===== src/rtl/serial_alu_sequencer.sv =====
// Bit-serial ALU: one ALU_bit_slice driven LSB first, with a carry flip-flop closing the chain
// between cycles. Result and N/Z/C/V flags are committed together on the edge that leaves DONE.
module ALU_bit_slice (
  input  logic       a,
  input  logic       b,
  input  logic       carry_in,
  input  logic [2:0] op_select,
  output logic       alu_bit,
  output logic       carry_out
);
  logic b_eff;
  logic sum;
  logic cout;

  always_comb begin
    // SUB is A + ~B + carry_in, with the carry FF preloaded to 1 for the first bit.
    b_eff = op_select[0] ? ~b : b;
    sum   = a ^ b_eff ^ carry_in;
    cout  = (a & b_eff) | (a & carry_in) | (b_eff & carry_in);
    unique case (op_select)
      3'b000:  alu_bit = b;
      3'b010:  alu_bit = sum;
      3'b011:  alu_bit = sum;
      3'b100:  alu_bit = a & b;
      3'b101:  alu_bit = a | b;
      3'b110:  alu_bit = a ^ b;
      default: alu_bit = 1'b0;
    endcase
    carry_out = (op_select[2:1] == 2'b01) ? cout : 1'b0;
  end
endmodule

module serial_alu_sequencer #(
  parameter int WIDTH = 64
) (
  input  logic             clk,
  input  logic             reset_n,
  input  logic             start,
  input  logic [2:0]       op_select,
  input  logic [WIDTH-1:0] A,
  input  logic [WIDTH-1:0] B,
  output logic             busy,
  output logic             done,
  output logic [WIDTH-1:0] result,
  output logic             negative,
  output logic             zero,
  output logic             carry_out,
  output logic             overflow,
  output logic [1:0]       state_dbg
);
  localparam int IDX_W = (WIDTH > 1) ? $clog2(WIDTH) : 1;

  typedef enum logic [1:0] {
    IDLE = 2'd0,
    RUN  = 2'd1,
    DONE = 2'd2
  } state_t;

  state_t             state_q, state_d;
  logic [WIDTH-1:0]   a_sh_q, b_sh_q, res_sh_q, result_q;
  logic [2:0]         op_q;
  logic [IDX_W-1:0]   bit_idx_q;
  logic               carry_q, cin_msb_q;
  logic               done_q, neg_q, zero_q, cout_q, ovf_q;
  logic               slice_bit, slice_cout;
  logic               last_bit, arith_op;

  assign last_bit = (bit_idx_q == IDX_W'(WIDTH - 1));
  assign arith_op = (op_q[2:1] == 2'b01);

  ALU_bit_slice u_slice (
    .a         (a_sh_q[bit_idx_q]),
    .b         (b_sh_q[bit_idx_q]),
    .carry_in  (carry_q),
    .op_select (op_q),
    .alu_bit   (slice_bit),
    .carry_out (slice_cout)
  );

  always_ff @(posedge clk or negedge reset_n) begin
    if (!reset_n) state_q <= IDLE;
    else          state_q <= state_d;
  end

  always_comb begin
    state_d = state_q;
    unique case (state_q)
      IDLE:    if (start) state_d = RUN;
      RUN:     if (last_bit) state_d = DONE;
      DONE:    state_d = IDLE;
      default: state_d = IDLE;
    endcase
  end

  always_ff @(posedge clk or negedge reset_n) begin
    if (!reset_n) begin
      a_sh_q    <= '0;
      b_sh_q    <= '0;
      res_sh_q  <= '0;
      result_q  <= '0;
      op_q      <= '0;
      bit_idx_q <= '0;
      carry_q   <= 1'b0;
      cin_msb_q <= 1'b0;
      done_q    <= 1'b0;
      neg_q     <= 1'b0;
      zero_q    <= 1'b0;
      cout_q    <= 1'b0;
      ovf_q     <= 1'b0;
    end else begin
      done_q <= 1'b0;
      unique case (state_q)
        IDLE: begin
          if (start) begin
            a_sh_q    <= A;
            b_sh_q    <= B;
            op_q      <= op_select;
            bit_idx_q <= '0;
            carry_q   <= op_select[0] & (op_select[2:1] == 2'b01);
          end
        end
        RUN: begin
          res_sh_q[bit_idx_q] <= slice_bit;
          carry_q             <= slice_cout;
          // The carry entering the MSB is needed later for signed overflow.
          if (last_bit) cin_msb_q <= carry_q;
          else          bit_idx_q <= bit_idx_q + 1'b1;
        end
        DONE: begin
          result_q <= res_sh_q;
          neg_q    <= res_sh_q[WIDTH-1];
          zero_q   <= ~|res_sh_q;
          cout_q   <= arith_op & carry_q;
          ovf_q    <= arith_op & (cin_msb_q ^ carry_q);
          done_q   <= 1'b1;
        end
        default: ;
      endcase
    end
  end

  assign busy      = (state_q == RUN) || (state_q == DONE);
  assign done      = done_q;
  assign result    = result_q;
  assign negative  = neg_q;
  assign zero      = zero_q;
  assign carry_out = cout_q;
  assign overflow  = ovf_q;
  assign state_dbg = state_q;
endmodule


===== config.mk =====
export PLATFORM = sky130hd
export DESIGN_NAME = serial_alu_sequencer
export DESIGN_NICKNAME = d
export VERILOG_FILES = /design/src/rtl/serial_alu_sequencer.sv
export SDC_FILE = /design/constraint.sdc
export NUM_CORES = 1
export LEC_CHECK = 0
export CORE_AREA = 5 5 148 186
export DETAILED_ROUTE_END_ITERATION = 10
export DIE_AREA = 0 0 153 191
export MAX_ROUTING_LAYER = met4
export PLACE_DENSITY = 0.76
export SYNTH_ARGS = -nofsm -noshare
export SYNTH_HDL_FRONTEND = slang
export SYNTH_HIERARCHICAL = 1
export SYNTH_SLANG_ARGS = --single-unit

===== constraint.sdc =====
create_clock -name clk -period 3.32 [get_ports clk]
set_input_delay 0.332 -clock clk [delete_from_list [all_inputs] [get_ports clk]]
set_output_delay 0.332 -clock clk [all_outputs]
set_load 0.05 [all_outputs]

==> notes.org, run 1 <==
* Implementation run

** Status
- The run finished, with violations left.
- The final reports fail on setup timing.

** Critical path
- Endpoint type of the worst setup path :: register
- Counting stages on the worst path, the most repeated cell is sky130_fd_sc_hd__buf_12.
- Logic depth along the worst register-to-register path is recorded as 13.
- Startpoint type of the worst setup path :: register
- Largest delay contributor family on the critical path :: AND-OR/OR-AND gates
- OpenSTA lists the critical path startpoint as bit_idx_q[2].
- The signal on the critical path passes through buf_12 -> buf_12 -> mux2_2 -> a221o_1 -> a22oi_2 -> a2bb2oi_2 -> o2111ai_2 -> xnor2_1 -> fa_1 -> o21ai_1 -> o22a_4 -> clkbuf_16 -> mux2_4.
- STA lists the maximum fanout along the critical path as 8.
- STA lists the startpoint of the worst register-to-register path as bit_idx_q[2].

** Global route
- For this run the aggregate overflow at the end of global routing stands at 0.
- Via count of the first global-routing pass :: 8602
- Global routing used 21.3% of the available tracks across all layers.
- Most Used Layer, Global Route :: met2
- Entering global routing, the biggest net connects 107 pins.
- Met1 layer usage reported by global route :: 27.1%

** STA
- From the final report, the count of setup violators was given as 64.
- Setup ws final :: -0.245 ns
- WHS :: 0.416 ns
- For this run, the top clock speed supported by timing is 281 MHz.
- For the final routed database, the setup TNS stands at -14.36 ns.
- Setup repair after global routing could not meet its margin everywhere.
- Post-route clock skew :: 0.0154 ns

** Clock tree
- In the CTS report, the clock slew at the register clock pins of the worst setup and hold paths is listed as 0.07 ns.
- Clock tree synthesis inserted a total of 26 buffers.
- Sinks on Clock Net :: 273
- TritonCTS clock tree :: yes

** Logic synthesis
- Per the synthesis report, the simple-gate share of the synthesized area is 6.83%.
- Per the post-synthesis report, the nets total 1040.
- Number of warnings issued by yosys :: 6
- Among the non-sequential cells, multiplexers take the most area.
- The gate-level netlist out of Yosys references 54 unique cell types.
- Counting flops with a built-in enable in the synthesized netlist gives 0.
- Syn_area_per_cell :: 13.4 sq um
- Post-synthesis sequential area ratio :: 56.6%
- Yosys top cell by instances :: sky130_fd_sc_hd__dfrtp_1
- In this run, the synthesized area fraction spent on AND-OR/OR-AND gates is recorded as 4.33%.

** Floorplanning
- The overall die size recorded for this design is 29200 sq um.
- Core Util at FP :: 47.2%
- Core Box Area :: 25600 sq um
- Row count :: 66

** Final layout
- The finished cells cover 16200 sq um.
- The layout summary lists the proportion of cells stronger than drive strength 1 as 36.6%.
- Commonest non-fill, non-tap cells in the layout :: sky130_fd_sc_hd__dfrtp_1 (270), sky130_fd_sc_hd__mux2_2 (263), sky130_fd_sc_hd__clkdlybuf4s50_1 (204)

** Power
- Sw frac :: 33.2%
- In the power breakdown, the internal column shows 9.29 mW.
- Dominant power group :: combinational logic
- Power per cell area :: 859 nW/um^2
- Relative contribution of sequential cells to total power :: 35.7%
- Static leakage power :: 7.12 nW

** Place
- Per the placement report, the placed cell count is 1445.
- Sum of net half-perimeters after detailed placement :: 22.2 mm
- Weighted congestion at the end of routability-driven global placement :: 0.867
- Placed Instance Area :: 14900 sq um

** Worst hold path
- Along the worst hold path, the cell count comes to 2.
- Looking at hold timing, the worst path starts from A[34].

** Route
- Before antenna repair, the detailed router went through 5 iterations.
- DR vias :: 8326
[run 1: flip-flops by register name, indices dropped and copies added (netlist names)]
signal / flops
res_sh_q: 64
state_dbg: 2
a_sh_q: 64
zero: 1
overflow: 1
carry_out: 1
cin_msb_q: 1
done: 1
b_sh_q: 64
carry_q: 1
op_q: 3
bit_idx_q: 6
result: 64
[run 1: path summary, 6_finish.rpt]
| kind | to | slack (ns) |
|---|---|---|
| worst min register to register | result[23] | 0.50 |
| worst max register to register | res_sh_q[16] | -0.24 |
| min in group asynchronous | result[18] | 0.45 |
| max in group asynchronous | b_sh_q[58] | 1.90 |
| worst min-delay path | a_sh_q[34] | 0.42 |
| worst max-delay path | res_sh_q[16] | -0.24 |
[run 1: layer usage]
metal | part of all wire (%) | vias up
met5 | 0 | -
met4 | 2.7 | 0
met3 | 6.4 | 58
met2 | 51 | 316
met1 | 40 | 4186
li1 | - | 3766
[run 1: final cells by class]
| type | count | area (sq um) |
|---|---|---|
| Fill cell | 1955 | 9400 |
| Sequential cell | 273 | 6840 |
| Multi-Input combinational cell | 558 | 5090 |
| Timing Repair Buffer | 284 | 2910 |
| Clock buffer | 43 | 846 |
| Tap cell | 340 | 425 |
| Inverter | 12 | 45.0 |
| Clock inverter | 2 | 38.8 |
| Antenna cell | 4 | 10.0 |
[run 1: what timing repair did]
| action | 4_1_cts | 5_1_grt |
|---|---|---|
| hold buffers | 1 | 0 |
| pin swaps | 8 | 18 |
| endpoints found under the setup margin | 64 | 64 |
| gates cloned | 1 | 6 |
| setup buffers | 4 | 13 |
| gates resized | 14 | 33 |
| endpoints found under the hold margin | 101 | 0 |
Run 1, clock wires, drivers and flops:
The bar under the picture is 50 um long.
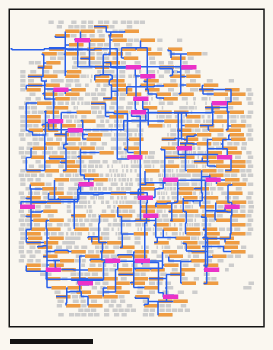
Magenta marks cells driving clock nets, count 26. Blue marks clock wires, length 3170 um. Orange marks flip-flops, count 273.
There are 27 routed clock nets.
clock power share: 21.8%
power drawn by the clock network: 3.03 mW

Run 1, where the registers sit:
The bar under the picture is 50 um long. Other sequential cells in the stronger grey, the rest of the logic in the fainter grey.
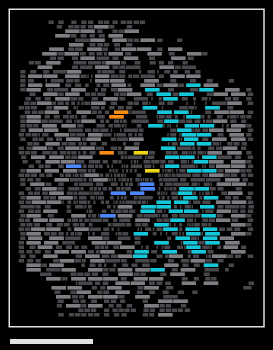
Cyan marks `res_sh_q`, placed flops 64. Blue marks `bit_idx_q`, placed flops 6, where centre. Yellow marks `state_dbg`, placed flops 2. Orange marks `op_q`, placed flops 3.
flip-flop and latch power: 4.96 mW
Seq area share: 42.2%
area of all sequential standard cells: 6840 sq um
final cell utilization of the core: 63.3%

Run 1, close-up of the layout:
Region (100, 33) to (130, 63) um. Cells in grey, sequential cells in the stronger grey; small squares are vias.
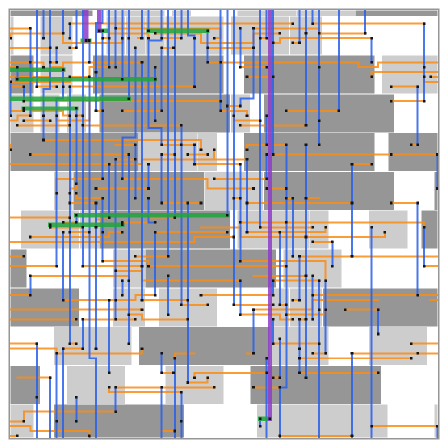
Blue marks met2. Green marks met3. Orange marks met1. Purple marks met4.
Sequential cells in the window: 15. Netlist names of flops here include `res_sh_q` (11), `result` (4). Most frequent: dfrtp_1 (15), mux2_2 (12), nor2_1 (6). 48 logic cells have their middle in the window.

Run 1, clock wiring as the flow saved it:
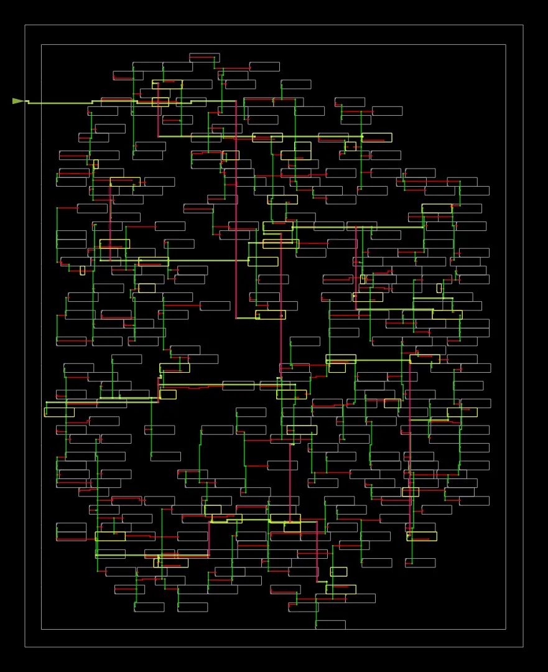

==> inputs of run 2 (changes only) <==
--- a/config.mk
+++ b/config.mk
@@ -5,11 +5,11 @@
 export SDC_FILE = /design/constraint.sdc
 export NUM_CORES = 1
 export LEC_CHECK = 0
-export CORE_AREA = 5 5 148 186
+export CORE_AREA = 4 4 141 176
 export DETAILED_ROUTE_END_ITERATION = 10
-export DIE_AREA = 0 0 153 191
+export DIE_AREA = 0 0 145 180
 export MAX_ROUTING_LAYER = met4
-export PLACE_DENSITY = 0.76
+export PLACE_DENSITY = 0.79
 export SYNTH_ARGS = -nofsm -noshare
 export SYNTH_HDL_FRONTEND = slang
 export SYNTH_HIERARCHICAL = 1
==> constraint.sdc (replaced) <==
create_clock -name clk -period 3.5 [get_ports clk]
set_input_delay 0.35 -clock clk [delete_from_list [all_inputs] [get_ports clk]]
set_output_delay 0.35 -clock clk [all_outputs]
set_load 0.05 [all_outputs]
Run 2, clock wiring as the flow saved it:
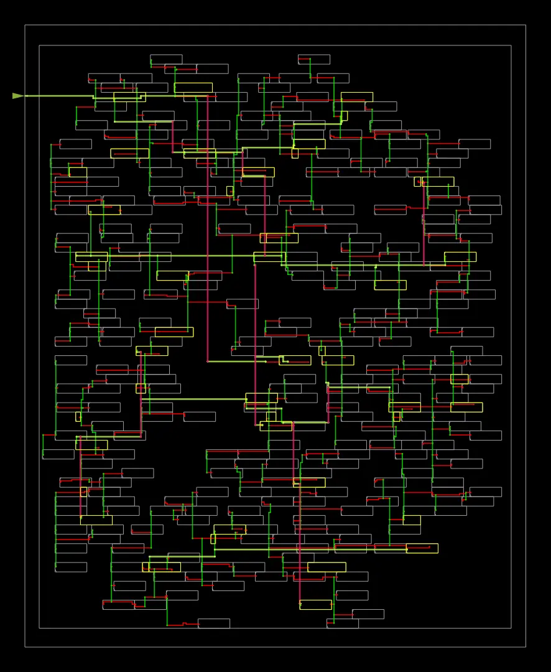
post-route clock skew: 0.00935 ns
Seq cells: 273
power drawn by the clock network: 2.99 mW
clock latency on the worst-skew pair: 0.53 ns
Sinks on Clock Net: 273

==> run 2 against run 1 <==
Against the previous run: sequential power down 5.4%; combinational power is 22% lower; setup slack better by 0.24 ns; cell area down 3.0%; via count decreased by 2.3%; the flow still finishes with violations (setup timing); non-clock buffer count down 33; hold slack better by 0.016 ns; synthesized cell count unchanged; area after synthesis unchanged; cell count down 5.4%; largest cell class unchanged; flip-flop count stayed put.
==> notes.org, run 2 <==
* Implementation run

** Critical path
- Slowest library cell on the worst path :: sky130_fd_sc_hd__fa_1
- The required time at the worst endpoint is listed as 3.91 ns.
- Largest delay contributor family on the critical path :: AND-OR/OR-AND gates
- Critical Path Stages :: 12
- The most critical setup path has its startpoint at bit_idx_q[1].
- End of the critical path :: res_sh_q[49]
- Kind of critical path :: register to register
- Endpoint type of the worst setup path :: register
- For this run, the slowest stage of the critical path takes 0.50 ns.
- Together, buffers and inverters on the worst path number 3.
- Looking at the critical path, the highest net fanout was 32.
- FF-to-FF Start :: bit_idx_q[1]
- Critical path arrival :: 3.91 ns
- Capturing point of the worst reg2reg path :: res_sh_q[49]
- The timing report gives the worst reg2reg path a setup slack of -0.003 ns.
- The signal on the critical path passes through clkbuf_16 -> and2_2 -> buf_4 -> a22o_1 -> a222oi_1 -> o2111ai_2 -> xnor2_1 -> fa_1 -> o21ai_1 -> o22a_4 -> buf_12 -> mux2_2.
- The worst setup path is launched from a register.
- Logic depth along the worst register-to-register path is recorded as 12.

** Global route
- Entering global routing, the biggest net connects 104 pins.
- Gr ovfl total :: 0
- The initial antenna violation count came to 4.
- Overall track demand over capacity in global routing :: 22.7%
- The first global-routing pass estimated 46.4 mm of wire.
- Via count of the first global-routing pass :: 8517

** STA
- Count of endpoints failing setup in the final report :: 3
- Final worst-path cycle share :: 100%
- In this build the clock could be raised as far as 285 MHz.
- Min Clock Period, post-route :: 3.50 ns
- Setup ws final :: -0.00301 ns
- Setup repair after global routing could not meet its margin everywhere.

** Place
- Cell total after placement :: 1372
- The final weighted congestion recorded by global placement is 0.869.
- According to the dpl log, the detail-placed design has an HPWL of 21.1 mm.

** Logic synthesis
- Summed instance area of the synthesized netlist :: 12100 sq um
- Of the post-synthesis cell area, the dominant cell type holds 56.6%.
- Top cells by count :: sky130_fd_sc_hd__dfrtp_1 (273), sky130_fd_sc_hd__mux2_2 (270), sky130_fd_sc_hd__nand2_1 (59)
- Per the post-synthesis stats, the area per cell is 13.4 sq um.
- The synthesis log from Yosys contains 6 warnings.
- Post-synthesis sequential area ratio :: 56.6%
- Net count after synthesis :: 1040
- Post-synthesis register bit count :: 273
- Post-synth EDFFs :: 0
- Cell type with the highest aggregate area in the netlist :: sky130_fd_sc_hd__dfrtp_1
- Fraction of synthesis flops using an asynchronous set or reset pin :: 100%
- Yosys mapped the design onto 54 distinct sky130hd cell types.
- sky130_fd_sc_hd__dfrtp_1 is the most common cell in the netlist.
- Main area contributors :: sky130_fd_sc_hd__dfrtp_1 (57%), sky130_fd_sc_hd__mux2_2 (25%), sky130_fd_sc_hd__mux4_2 (1.9%), sky130_fd_sc_hd__nand2_1 (1.8%), sky130_fd_sc_hd__nor2_1 (1.4%)

** Worst hold path
- Hold crit path type :: primary input to register
- Hold Crit Start :: A[31]
- End point of the most critical hold path :: a_sh_q[31]
- The worst hold path passes through 2 cells.

** Final layout
- Share of layout cells above drive strength 1 :: 34.4%
- Non-filler instance count after layout :: 1434
- Commonest non-fill, non-tap cells in the layout :: sky130_fd_sc_hd__mux2_2 (270), sky130_fd_sc_hd__dfrtp_1 (270), sky130_fd_sc_hd__clkdlybuf4s50_1 (204)

** Power
- Net switching is 32.8% of the power.
- Power per cell area :: 782 nW/um^2
- Net load switching power :: 4.03 mW
- Relative contribution of sequential cells to total power :: 38.1%
- Cell internal pwr :: 8.26 mW
- Power dissipated in combinational cells :: 4.62 mW
- The largest part of the power goes to sequential cells.
- Clock power share :: 24.3%
- The analysis reports a worst IR drop on VDD of 642 uV.
- Power comes to 12.3 mW.
- Summed over all cells, the static leakage comes to 6.90 nW.
- Flip-flop and latch power :: 4.69 mW

** Status
- Run status :: complete, but fails checks
- The checks that failed: setup timing.

** Floorplanning
- In the floorplan report the effective utilization is 52.4%.
- Horizontal die dimension :: 145 um
- The region available for standard cell placement spans 23000 sq um.
- The floorplan has 62 rows.
- Measured along the y axis, the die boundary spans 180 um.
- Per the OpenROAD floorplan log, the area of the die is 26100 sq um.

** Clock tree
- CTS placed an instance of sky130_fd_sc_hd__clkbuf_16 at the clock tree root.
- Max H-tree Level :: 1
- Maximum number of buffers from clock root to sink :: 3
- Cts bufs inserted :: 27
- Clock transition at the registers of the reported paths :: 0.07 ns
- TritonCTS built the clock tree.

** Route
- Once detail routing completed, the nets flagged for antenna violations numbered 0.
- WL/cell :: 20.8 um
- The routed layout has 8134 vias.
- Iter 0 DRT Violations :: 504
- Routed Wire Length :: 29.9 mm
- Post-detailed-route DRC marker count :: 0
- First-pass iteration count of the detailed router :: 5

** Flow run
- In this run the tools logged warnings totalling 33.
[run 2: metal layers]
layer	wire (um)	share of wire [%]	up-vias	global-route usage (%)
met5	0	0	-	-
met4	699	2.3	0	6.27
met3	1420	4.8	64	3.88
met2	15600	52	250	39.2
met1	12200	41	4122	27.8
li1	-	-	3698	-
[run 2: through the flow]
stage	hold slack, ns	TNS (ns)	util [%]	cell area [sq um]	setup WS (ns)
6_report	0.433	-0.00588	68.2	15700	-0.00301
3_3_place_gp	0.455	0	63.4	14600	0.0528
2_1_floorplan	0.0544	0	-	12100	0.0253
5_1_grt	0.425	-4.22	68.2	15700	-0.0858
4_1_cts	0.416	0	67.5	15500	0.00467
3_5_place_dp	0.460	-0.223	63.4	14600	-0.0186
[run 2: logic make-up after synthesis]
| group | share of synthesized area, % |
|---|---|
| multiplexers | 28.7 |
| XOR/XNOR | 0.290 |
| flip-flops | 56.6 |
| adder cells (fa/ha/maj) | 0.891 |
| AND/OR/NAND/NOR | 6.83 |
| buffers and inverters | 2.35 |
| AND-OR/OR-AND | 4.33 |
[run 2: what timing repair did]
action / in CTS / in global routing
buffers inserted: 0 / 6
gates cloned: 0 / 3
hold buffers: 1 / 0
resized: 2 / 16
pin swaps: 0 / 3
endpoints found under the setup margin: 64 / 64
hold endpoints to repair: 101 / 0
[run 2: final cells by class]
| type | count | area [sq um] |
|---|---|---|
| antenna | 4 | 10.0 |
| clock buffer | 33 | 738 |
| clock inverter | 15 | 180 |
| fill | 1639 | 7330 |
| inverter | 12 | 47.5 |
| multi-input combinational | 558 | 5010 |
| sequential | 273 | 6840 |
| tap | 288 | 360 |
| timing repair buffer | 251 | 2530 |
Run 2, drive-strength map:
The bar under the picture is 50 um long.
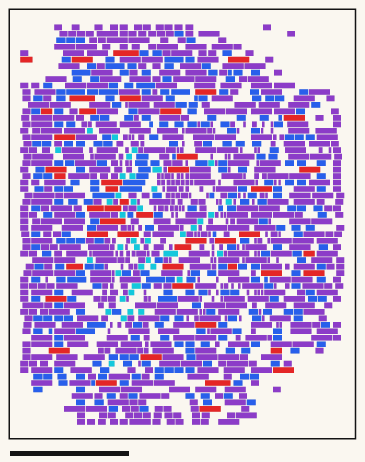

==> inputs of run 3 (changes only) <==
--- a/config.mk
+++ b/config.mk
@@ -5,9 +5,9 @@
 export SDC_FILE = /design/constraint.sdc
 export NUM_CORES = 1
 export LEC_CHECK = 0
-export CORE_AREA = 4 4 141 176
+export CORE_AREA = 2 2 139 174
 export DETAILED_ROUTE_END_ITERATION = 10
-export DIE_AREA = 0 0 145 180
+export DIE_AREA = 0 0 141 176
 export MAX_ROUTING_LAYER = met4
 export PLACE_DENSITY = 0.79
 export SYNTH_ARGS = -nofsm -noshare
Run 3, drive-strength map:
The bar under the picture is 50 um long.
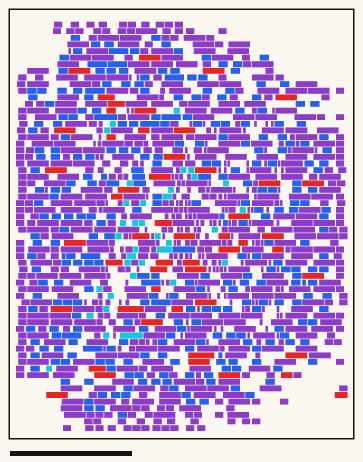
Red marks drive 6 and up, cells 51. Purple marks drive 1 or less, cells 750. Cyan marks drive 3 to 4, cells 35. Blue marks drive 2, cells 298.
Area Growth Syn to Fin: 29.8%
setup ws final: 0.0183 ns
area of all placed cells without fillers: 15700 sq um
Non-clk bufs: 248

==> run 3 against run 2 <==
Against the previous run: the flow now finishes without violations; sequential power hardly changed; register-to-register slack better by 0.02 ns; first-iteration DRC count is 6.7% higher; core utilization is 0.16 points lower; power is 0.76% lower; maximum frequency is 0.61% higher; flip-flop count stayed put; sequential share of layout area is 0.093 points higher; critical path type unchanged; critical endpoint is now res_sh_q[35]; largest cell class unchanged; largest power group is now combinational logic.
==> notes.org, run 3 <==
* Implementation run

** Final layout
- For this run, the script counts the antenna cells in the layout as 0.
- # fillers :: 1636
- The most common logic cells in the final layout are sky130_fd_sc_hd__dfrtp_1 (271), sky130_fd_sc_hd__mux2_2 (270), sky130_fd_sc_hd__clkdlybuf4s50_1 (204).
- The count of cells in the finished layout, fillers not included, comes to 1422.
- Final cell utilization of the core :: 68.0%

** Critical path
- Broken down by cell family, the worst path's largest delay share belongs to AND-OR/OR-AND gates.
- For the worst flop-to-flop path, the logic depth is 12.
- Capturing point of the worst reg2reg path :: res_sh_q[35]
- Per the timing report, the most critical flop-to-flop path originates at bit_idx_q[2].
- In this run the worst path has a maximum fanout of 32.
- The arrival time of data at the worst endpoint is listed as 3.89 ns.
- Kind of critical path :: register to register
- Slowest library cell on the worst path :: sky130_fd_sc_hd__fa_1
- Maximum cell stage delay along the critical path :: 0.48 ns
- The report lists the cells along the critical path as buf_12 -> mux2_2 -> a221o_1 -> a22oi_2 -> a2bb2oi_2 -> o2111ai_2 -> xnor2_1 -> fa_1 -> o21ai_0 -> o22a_4 -> buf_12 -> mux2_2.
- The worst setup path is launched from a register.
- Endpoint required time on the critical path :: 3.90 ns

** Power
- Per report_power, the Combinational row totals 4.72 mW.
- Across the VDD grid, the largest voltage drop is 518 uV.
- The report lists the power per cell area as 778 nW/um^2.
- Total Power :: 12.2 mW
- Power drawn by the clock network :: 2.81 mW
- The leakage component of the power was reported as 6.87 nW.
- Net load switching power :: 4.04 mW
- Per report_power, the top consumer among the power groups is combinational logic.
- Of the total power, registers draw 38.3%.

** Floorplanning
- Core Box Area :: 23000 sq um
- At the floorplan stage, the core utilization is reported as 52.4%.
- After floorplanning, the die was sized to cover 24800 sq um.
- The die is 141 um wide.

** Place
- Weighted congestion at the end of routability-driven global placement :: 0.865
- In this run, placement finished with an instance count of 1367.

** Clock tree
- Sinks on Clock Net :: 273
- Max H-tree Level :: 1
- Looking at the clock tree report, the root buffer type is sky130_fd_sc_hd__clkbuf_16.
- Per the post-CTS timing run, clock transition at the registers of the reported paths is 0.07 ns.
- TritonCTS built the clock tree.
- Once the clock tree was built, the resizer swapped 5 gates to a different size.

** Worst hold path
- Hold crit path type :: primary input to register
- Looking at the hold checks, the worst path lands on b_sh_q[47].
- Hold depth :: 2
- Hold Crit Start :: B[47]

** Route
- WL/cell :: 21.0 um
- Iter 0 DRT Violations :: 538
- The count of nets left with antenna violations once routing finished came out at 0.

** Logic synthesis
- Main area contributors :: sky130_fd_sc_hd__dfrtp_1 (57%), sky130_fd_sc_hd__mux2_2 (25%), sky130_fd_sc_hd__mux4_2 (1.9%), sky130_fd_sc_hd__nand2_1 (1.8%), sky130_fd_sc_hd__nor2_1 (1.4%)
- Summed instance area of the synthesized netlist :: 12100 sq um
- The net count after synthesis is 1040.
- Post-synthesis register bit count :: 273
- Yosys top cell by instances :: sky130_fd_sc_hd__dfrtp_1
- Top cells by count :: sky130_fd_sc_hd__dfrtp_1 (273), sky130_fd_sc_hd__mux2_2 (270), sky130_fd_sc_hd__nand2_1 (59)
- Per the synthesis report, the single largest cell type by area occupies 56.6% of cell area.
- Syn_area_per_cell :: 13.4 sq um
- Post-synth EDFFs :: 0

** Global route
- In the global route stage, overall resource usage came out at 24.4%.
- The number of global-route vias before repair was 8356.
- Entering global routing, the biggest net connects 117 pins.

** STA
- Min Clock Period, post-route :: 3.48 ns
- Count of endpoints failing setup in the final report :: 0
- Final hold analysis gives a worst-case slack of 0.434 ns.
- OpenROAD reports that the post-layout worst path occupies 99.5% of the period.

** Status
- Run status :: finished clean
-- run 3: cell counts after synthesis --
Identical to the previous run, type by type.
-- run 3: worst max-delay path by stage --
stage	startpoint	to	slack, ns	depth (start not counted)
after global routing	bit_idx_q[2]	res_sh_q[7]	-0.07	12
after detailed placement	bit_idx_q[2]	res_sh_q[36]	-0.04	12
after global placement	bit_idx_q[2]	res_sh_q[46]	-0.06	12
after floorplan	bit_idx_q[0]	res_sh_q[10]	0.03	15
final	bit_idx_q[2]	res_sh_q[35]	0.02	12
after CTS	bit_idx_q[1]	res_sh_q[35]	0.007	13
-- run 3: layout make-up --
type,count,area [sq um],area share (%)
inverter,12,51.3,0.327
multi-input combinational,558,5030,32.1
timing repair buffer,248,2540,16.2
tap,288,360,2.30
clock buffer,37,773,4.93
sequential,273,6830,43.6
clock inverter,6,82.6,0.527
-- run 3: metrics by stage --
step / setup WS (ns) / instance area, sq um
floorplan: 0.0253 / 12100
global placement: -0.0646 / 14600
finish: 0.0183 / 15700
CTS: 0.00721 / 15500
detailed placement: -0.0424 / 14600
global route: -0.0665 / 15700
-- run 3: kinds of logic after synthesis --
| kind of cell | count (synthesis) | share of synthesized area, % |
|---|---|---|
| mux | 297 | 28.7 |
| fa+ha+maj | 8 | 0.891 |
| xor+xnor | 4 | 0.290 |
| buf+inv | 67 | 2.35 |
| flops | 273 | 56.6 |
| compound gates | 75 | 4.33 |
| simple gates | 174 | 6.83 |
-- run 3: per-layer routing --
metal  track usage, %  share of wire (%)  vias to the layer above
met5                -                  0                        -
met3             3.31                4.5                       60
met1             30.9                 41                     4129
met4             8.13                3.3                        0
li1                 -                  -                     3687
met2             40.9                 51                      275
Power figures rest on the tool's default switching activity, not on a simulated workload.
